==> config.mk <==
export PLATFORM = sky130hd
export DESIGN_NAME = mem_access_stage
export DESIGN_NICKNAME = d
export VERILOG_FILES = /design/src/rtl/mem_access_stage.sv
export SDC_FILE = /design/constraint.sdc
export NUM_CORES = 1
export LEC_CHECK = 0
export CAP_MARGIN = 20
export CORE_UTILIZATION = 50
export DETAILED_ROUTE_END_ITERATION = 10
export GPL_ROUTABILITY_DRIVEN = 0
export GPL_TIMING_DRIVEN = 0
export HOLD_SLACK_MARGIN = 0.15
export PLACE_DENSITY = 0.91
export SYNTH_ARGS = -nofsm -noshare
export SYNTH_HDL_FRONTEND = slang
export SYNTH_SLANG_ARGS = --single-unit
==> constraint.sdc <==
create_clock -name clk -period 3.8 [get_ports clk]
set_input_delay 0.76 -clock clk [delete_from_list [all_inputs] [get_ports clk]]
set_output_delay 0.76 -clock clk [all_outputs]
set_load 0.02 [all_outputs]
==> src/rtl/mem_access_stage.sv <==
// RV32I MEM stage: EX/MEM -> data-memory req/ack transaction -> MEM/WB register.
// Optional build macro MEM_MISALIGN_CHK_EN turns misaligned half/word accesses into a bubble plus a misalign pulse.
module mem_access_stage #(
    parameter int unsigned XLEN = 32
) (
    input  logic            clk,
    input  logic            rst,
    input  logic [XLEN-1:0] alu_result,
    input  logic [XLEN-1:0] store_data,
    input  logic [1:0]      dsize,
    input  logic [2:0]      funct3,
    input  logic [1:0]      mem_rw,
    input  logic [1:0]      mem_to_reg,
    input  logic            reg_write,
    input  logic [4:0]      wreg,
    input  logic [XLEN-1:0] pcp4,
    output logic            dmem_req,
    output logic            dmem_we,
    output logic [XLEN-1:0] dmem_addr,
    output logic [XLEN-1:0] dmem_wdata,
    output logic [3:0]      dmem_be,
    input  logic            dmem_ack,
    input  logic [XLEN-1:0] dmem_rdata,
    output logic            stall,
    output logic [XLEN-1:0] wb_data,
    output logic [4:0]      wb_reg,
    output logic            wb_reg_write,
    output logic            misalign
);

    localparam int unsigned OFF_W = 2;

    typedef enum logic {
        IDLE = 1'b0,
        BUSY = 1'b1
    } state_t;

    state_t state;

    // Transaction context captured at issue time
    logic [OFF_W-1:0] off_q;
    logic [1:0]       dsize_q;
    logic             uns_q;
    logic [1:0]       m2r_q;
    logic [4:0]       wreg_q;
    logic             rw_q;
    logic [XLEN-1:0]  pcp4_q;
    logic [XLEN-1:0]  alu_q;

    logic             is_load_c;
    logic             is_store_c;
    logic             is_mem_c;
    logic             misal_c;
    logic [OFF_W-1:0] off_c;
    logic [3:0]       st_be_c;
    logic [XLEN-1:0]  st_wdata_c;
    logic [XLEN-1:0]  byte_sh_c;
    logic [XLEN-1:0]  half_sh_c;
    logic [XLEN-1:0]  load_c;
    logic [XLEN-1:0]  alu_wb_c;
    logic [XLEN-1:0]  busy_wb_c;
    logic [1:0]       unused_funct3;

    assign unused_funct3 = funct3[1:0];
    assign off_c         = alu_result[OFF_W-1:0];
    assign is_load_c     = (mem_rw == 2'b01);
    assign is_store_c    = (mem_rw == 2'b10);
    assign is_mem_c      = is_load_c | is_store_c;

`ifdef MEM_MISALIGN_CHK_EN
    assign misal_c = ((dsize == 2'b01) && off_c[0]) ||
                     (dsize[1] && (off_c != 2'b00));
`else
    assign misal_c = 1'b0;
`endif

    // Stall is combinational so the upstream keep takes effect in the issue cycle
    assign stall = rst && (((state == IDLE) && is_mem_c && !misal_c) ||
                           ((state == BUSY) && !dmem_ack));

    // Store lane steering
    always_comb begin
        st_be_c    = 4'b1111;
        st_wdata_c = store_data;
        case (dsize)
            2'b00: begin
                st_be_c    = 4'b0001 << off_c;
                st_wdata_c = {4{store_data[7:0]}};
            end
            2'b01: begin
                st_be_c    = 4'b0011 << {off_c[1], 1'b0};
                st_wdata_c = {2{store_data[15:0]}};
            end
            default: begin
                st_be_c    = 4'b1111;
                st_wdata_c = store_data;
            end
        endcase
    end

    // Load lane extraction and sign/zero extension from the latched offset
    assign byte_sh_c = dmem_rdata >> {off_q, 3'b000};
    assign half_sh_c = dmem_rdata >> {off_q[1], 4'b0000};

    always_comb begin
        load_c = dmem_rdata;
        case (dsize_q)
            2'b00: load_c = uns_q ? {24'd0, byte_sh_c[7:0]}
                                  : {{24{byte_sh_c[7]}}, byte_sh_c[7:0]};
            2'b01: load_c = uns_q ? {16'd0, half_sh_c[15:0]}
                                  : {{16{half_sh_c[15]}}, half_sh_c[15:0]};
            default: load_c = dmem_rdata;
        endcase
    end

    assign alu_wb_c  = (mem_to_reg == 2'b10) ? pcp4 : alu_result;
    assign busy_wb_c = (m2r_q == 2'b01) ? load_c :
                       (m2r_q == 2'b10) ? pcp4_q : alu_q;

    always_ff @(posedge clk or negedge rst) begin
        if (!rst) begin
            state        <= IDLE;
            off_q        <= '0;
            dsize_q      <= '0;
            uns_q        <= 1'b0;
            m2r_q        <= '0;
            wreg_q       <= '0;
            rw_q         <= 1'b0;
            pcp4_q       <= '0;
            alu_q        <= '0;
            dmem_req     <= 1'b0;
            dmem_we      <= 1'b0;
            dmem_addr    <= '0;
            dmem_wdata   <= '0;
            dmem_be      <= '0;
            wb_data      <= '0;
            wb_reg       <= '0;
            wb_reg_write <= 1'b0;
            misalign     <= 1'b0;
        end else begin
            misalign <= 1'b0;
            if (state == IDLE) begin
                if (is_mem_c && misal_c) begin
                    wb_reg_write <= 1'b0;
                    misalign     <= 1'b1;
                end else if (is_mem_c) begin
                    off_q        <= off_c;
                    dsize_q      <= dsize;
                    uns_q        <= funct3[2];
                    m2r_q        <= mem_to_reg;
                    wreg_q       <= wreg;
                    rw_q         <= reg_write;
                    pcp4_q       <= pcp4;
                    alu_q        <= alu_result;
                    dmem_req     <= 1'b1;
                    dmem_we      <= is_store_c;
                    dmem_addr    <= {alu_result[XLEN-1:OFF_W], 2'b00};
                    dmem_be      <= is_store_c ? st_be_c : 4'b1111;
                    dmem_wdata   <= is_store_c ? st_wdata_c : '0;
                    wb_reg_write <= 1'b0;
                    state        <= BUSY;
                end else begin
                    wb_reg_write <= reg_write;
                    wb_reg       <= wreg;
                    wb_data      <= alu_wb_c;
                end
            end else begin
                if (dmem_ack) begin
                    dmem_req     <= 1'b0;
                    wb_reg_write <= rw_q;
                    wb_reg       <= wreg_q;
                    wb_data      <= busy_wb_c;
                    state        <= IDLE;
                end else begin
                    wb_reg_write <= 1'b0;
                end
            end
        end
    end

endmodule

==> notes.org <==
* Flow results

** Logic synthesis
- Post-synth area from yosys stat :: 8240 um2
- Counting flops with an async set or reset pin after synthesis yields a share of 100%.
- The synth_stat.txt file lists the number of cells as 931.
- EDFF count, synth :: 0
- Gate count of the mapped netlist :: 931
- Dominant register cell :: dfrtp_1
- Netlist area before placement :: 8240 um2
- Average size of a mapped cell :: 8.85 um2
- The synthesized netlist contains 44 unique library cells.
- Sequential cells were found to cover 46.1% of the synthesized design area.
- Warning count from the yosys run :: 0
- Yosys reg bits :: 152

** Pwr
- Leak Pwr :: 5.32 nW
- Clock network power consumption :: 0.00181 W
- Logic power comb :: 0.00347 W
- Registers are responsible for 32.9% of the overall power.
- The analysis attributes to net switching a power of 0.00303 W.
- In the power breakdown, the biggest contributor is combinational logic.
- The final power report lists total power as 0.00787 W.
- Share of power burned in the clock network :: 23.0%
- Switching share of total power :: 38.5%
- The internal power of the cells totals 0.00484 W.
- Summed over all sequential cells, the power is 0.00258 W.
- Part of the total power dissipated in combinational logic :: 44.1%
- For this design the ratio of total power to cell area is 674 nW/um2.
- The worst VDD IR drop from the latest analysis is 398 uV.

** Final layout
- At the end of the flow, the number of nets in the layout was 1,348.
- The final antenna diode tally reported by the flow is 0.
- The flow measured a signed area growth from synthesis to layout of 41.5%.
- Final core utilization :: 72.9%
- Layout cells sized above 1 :: 10.8%
- Cell area after layout :: 11,700 um2
- Layout fillers :: 1,203

** Die
- According to the I/O placement log, the pin count is 256.
- According to the floorplan report, the die width is 130 um.
- In this run the standard cell core region covers 16,000 um2.
- The chip occupies 17,000 um2.
- The die is 130 um tall.
- Row cnt :: 46
- Initial Utilization :: 51.5%

** GRT
- Tot GR Track Use :: 34.8%
- Global-route met1 utilization :: 43.2%
- The first global-routing pass estimated 43.8 mm of wire.
- The initial antenna violation count was 1.
- Maximum number of pins on one net before global-route repair :: 92
- Number of global-route vias before repair :: 8,217
- Met3 GRT Util :: 9.16%
- Global routing finished with a remaining overflow of 0.
- Global route hottest layer :: met2
- For this run, global-route usage on met2 was measured as 56.3%.

** Clocking
- Buffers inserted during clock tree synthesis total 17.
- Clock-pin slew on the worst setup and hold paths :: 0.07 ns
- CTS built an H-tree with a depth of 4.
- Cts-stage hold buffer count :: 0
- Looking at the clock tree report, the maximum root-to-sink buffer count equals 2.
- Looking at the post-CTS report, the setup buffer insertion count equals 0.
- Looking at the clock tree report, the root buffer type is clkbuf_16.
- TritonCTS clock tree :: built
- Clock latency on the worst-skew pair, taken at its later pin, is 0.44 ns.
- TritonCTS reports the number of clock sinks as 152.

** Final timing
- Endpoints failing hold :: 0
- Achievable Freq :: 295 MHz
- Actual slew at the worst max-slew pin :: 0.819 ns
- Final number of max-transition violations :: 0
- In the finished design, the share of the clock period the worst path needs comes to 89.2%.
- Worst clock skew :: 0.00959 ns
- Clock period minus final worst setup slack :: 3.39 ns
- Headroom to the max-slew limit came out at 45.4%.
- Setup repair after global routing left no endpoint under its margin.
- Final number of setup-violating endpoints :: 0
- Slack of the critical path :: 0.411 ns
- Final Hold Slack :: 0.296 ns

** Setup path
- Startpoint of the lowest-slack register-to-register path :: state
- On the worst path, the slowest cell contributes a delay of 0.47 ns.
- Listed in order, past its start point the critical path passes clkdlybuf4s50_1 -> inv_1 -> ha_1 -> nand2b_1 -> buf_4 -> nand2_4 -> inv_6 -> and2_1 -> dlymetal6s2s_1.
- Nature of the critical path startpoint :: input pin
- Launch point of the worst path :: mem_rw[0]
- For this design, the slowest cell found on the critical path is clkdlybuf4s50_1.
- Kind of end point of the critical path :: primary output
- Critical Path Fanout Max :: 17
- Data arrival at the endpoint of the critical path :: 2.63 ns
- For the worst setup path, the data required time is 3.04 ns.
- Looking at the setup timing report, the critical path kind is in -> out.

** Place
- Count of input and output buffers :: 249
- Prior to clock tree synthesis, the placed netlist has a worst setup slack of -0.298 ns.
- Post-DP HPWL :: 21.2 mm
- The placement stage leaves a total instance area of 11,000 um2.

** Route
- The routed layout reports a DRC error count of 0.
- Routed wire length per instance :: 20.3 um
- Per the detail_route report, vias per standard cell equal 5.81.
- The pre-antenna-repair detailed-routing pass consisted of 7 iterations.
- Detailed routing inserted a total of 8,315 vias.
- For this block, the initial DRC count from the detailed router was 757.
- The detail route stage leaves a number of antenna-violating nets equal to 0.
- For this block, the routed nets add up to 29.0 mm of wire.

** Flow run
- Summing over the stages, the warning tally comes to 28.
- Number of maximum-capacitance violations :: 0

** Outcome
- Outcome :: complete, no violations

** Worst hold path
- The worst hold path belongs to the class in -> async.
[worst max-delay path, delay by kind of cell]
family / cells / cell delay [ns]
buffers and inverters: 5 / 1.09
adder cells (fa/ha/maj): 1 / 0.36
AND/OR/NAND/NOR: 3 / 0.39
[cell type report]
cell class | instances | area (um2) | area share (%)
inverter | 7 | 31.3 | 0.268
multi-input combinational | 674 | 3870 | 33.1
clock buffer | 20 | 457 | 3.91
tap | 216 | 270 | 2.32
timing repair buffer | 250 | 2520 | 21.6
clock inverter | 12 | 164 | 1.40
buffer | 99 | 552 | 4.73
sequential | 152 | 3800 | 32.6
[path summary, 6_finish.rpt]
kind,endpoint,slack (ns),cells after the start
worst min-delay path,wb_reg[0],0.30,1
max in group asynchronous,uns_q,2.63,2
worst min register to register,pcp4_q[25],0.48,2
worst max-delay path,stall,0.41,9
min in group clk,pcp4_q[25],0.48,2
worst max register to register,alu_q[15],1.72,6
[Yosys cell counts, types with 2 or more instances]
cell | n | area share (%)
mux2_2 | 24 | 3.3
o21ai_0 | 51 | 3.1
and2_1 | 2 | 0.15
inv_1 | 6 | 0.27
nor2_1 | 56 | 2.6
o22ai_1 | 2 | 0.15
nand3_1 | 17 | 1.0
a21oi_1 | 19 | 1.2
buf_4 | 34 | 3.1
o221ai_1 | 23 | 2.4
o2111ai_1 | 8 | 0.85
and2b_1 | 2 | 0.18
dfrtp_1 | 152 | 46
buf_2 | 28 | 1.7
clkbuf_1 | 31 | 1.4
mux2i_1 | 76 | 9.2
a21o_1 | 2 | 0.18
a211o_1 | 16 | 1.7
buf_6 | 2 | 0.27
a31oi_1 | 18 | 1.4
nand2_1 | 287 | 13
buf_1 | 4 | 0.18
nand2b_1 | 13 | 0.99
nor2b_1 | 10 | 0.76
o21ai_1 | 9 | 0.55
a221oi_1 | 7 | 0.74
o211ai_1 | 8 | 0.73
a2bb2oi_1 | 7 | 0.74
nor2_2 | 2 | 0.15
[placed cells by master, fill, tap and decap left out, drive strengths merged, types with 23 or more instances in the layout]
cell / n
dfrtp: 152
mux2i: 76
buf: 69
nor2: 58
o221ai: 23
nand2: 288
mux2: 24
clkbuf: 52
clkdlybuf4s50: 247
o21ai: 60
[cells by family after synthesis]
kind of cell               count (synthesis)  share of synthesized area, %
AOI/OAI and AO/OA                        174                          14.3
adders and majority gates                  1                         0.152
buffers and inverters                    107                          7.04
DFF                                      152                          46.1
muxes                                    101                          12.8
other                                      1                        0.0455
and+or+nand+nor                          395                          19.6
[through the flow]
step | cells | TNS, ns
floorplan | 933 | 0
finish | 1430 | 0
detailed placement | 1399 | -0.298
global placement | 1398 | -649.46
CTS | 1430 | 0
global route | 1430 | 0
[what timing repair did]
action                                 in CTS  in global routing
setup endpoints to repair                   1                  1
gates resized                               3                  1
endpoints found under the hold margin       0                  0
[layer usage]
layer,vias up,routed length [um]
li1,3696,-
met2,486,14000
met5,-,11
met1,4040,11200
met3,91,2620
met4,2,1160
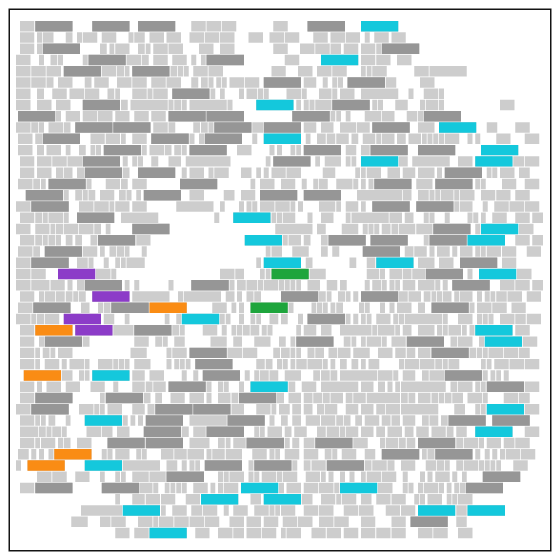
*Register map, names as in the netlist*
[m2r_q] green | sequential cells: 2
[alu_q] cyan | sequential cells: 32 | where: all over the die
[dmem_be] purple | sequential cells: 4 | where: west
[wreg_q] orange | sequential cells: 5

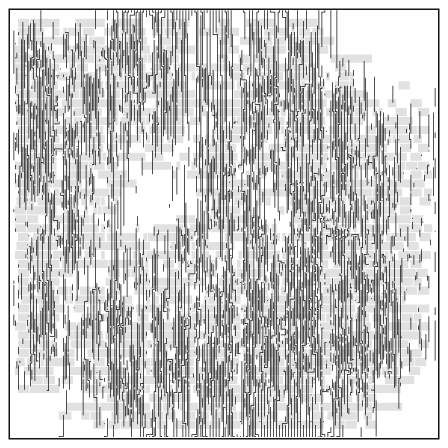
*M2 wires*
share of all routed wire: 48%
nets with wire on the layer: 1,160
longest straight run: 71.1 um

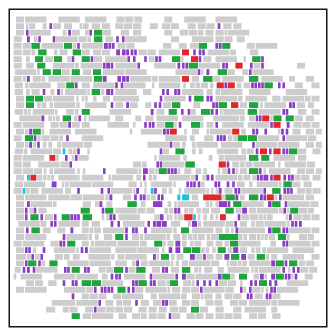
*Gate families picked out*
[nand cells] purple | cells: 319 | where: all over the die
[non-inverting ao/oa cells] red | cells: 21
[inv cells] cyan | cells: 7
[mux cells] green | cells: 101 | where: all over the die

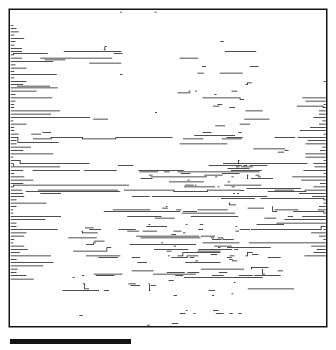
*Signal wires on met3*
Bar = 50 um.
wire length on this layer: 2,620 um
share of all routed wire: 9.0%
longest straight run: 47.6 um
nets with wire on the layer: 257
main direction: horizontal

Power is estimated from default activity; no workload was simulated.
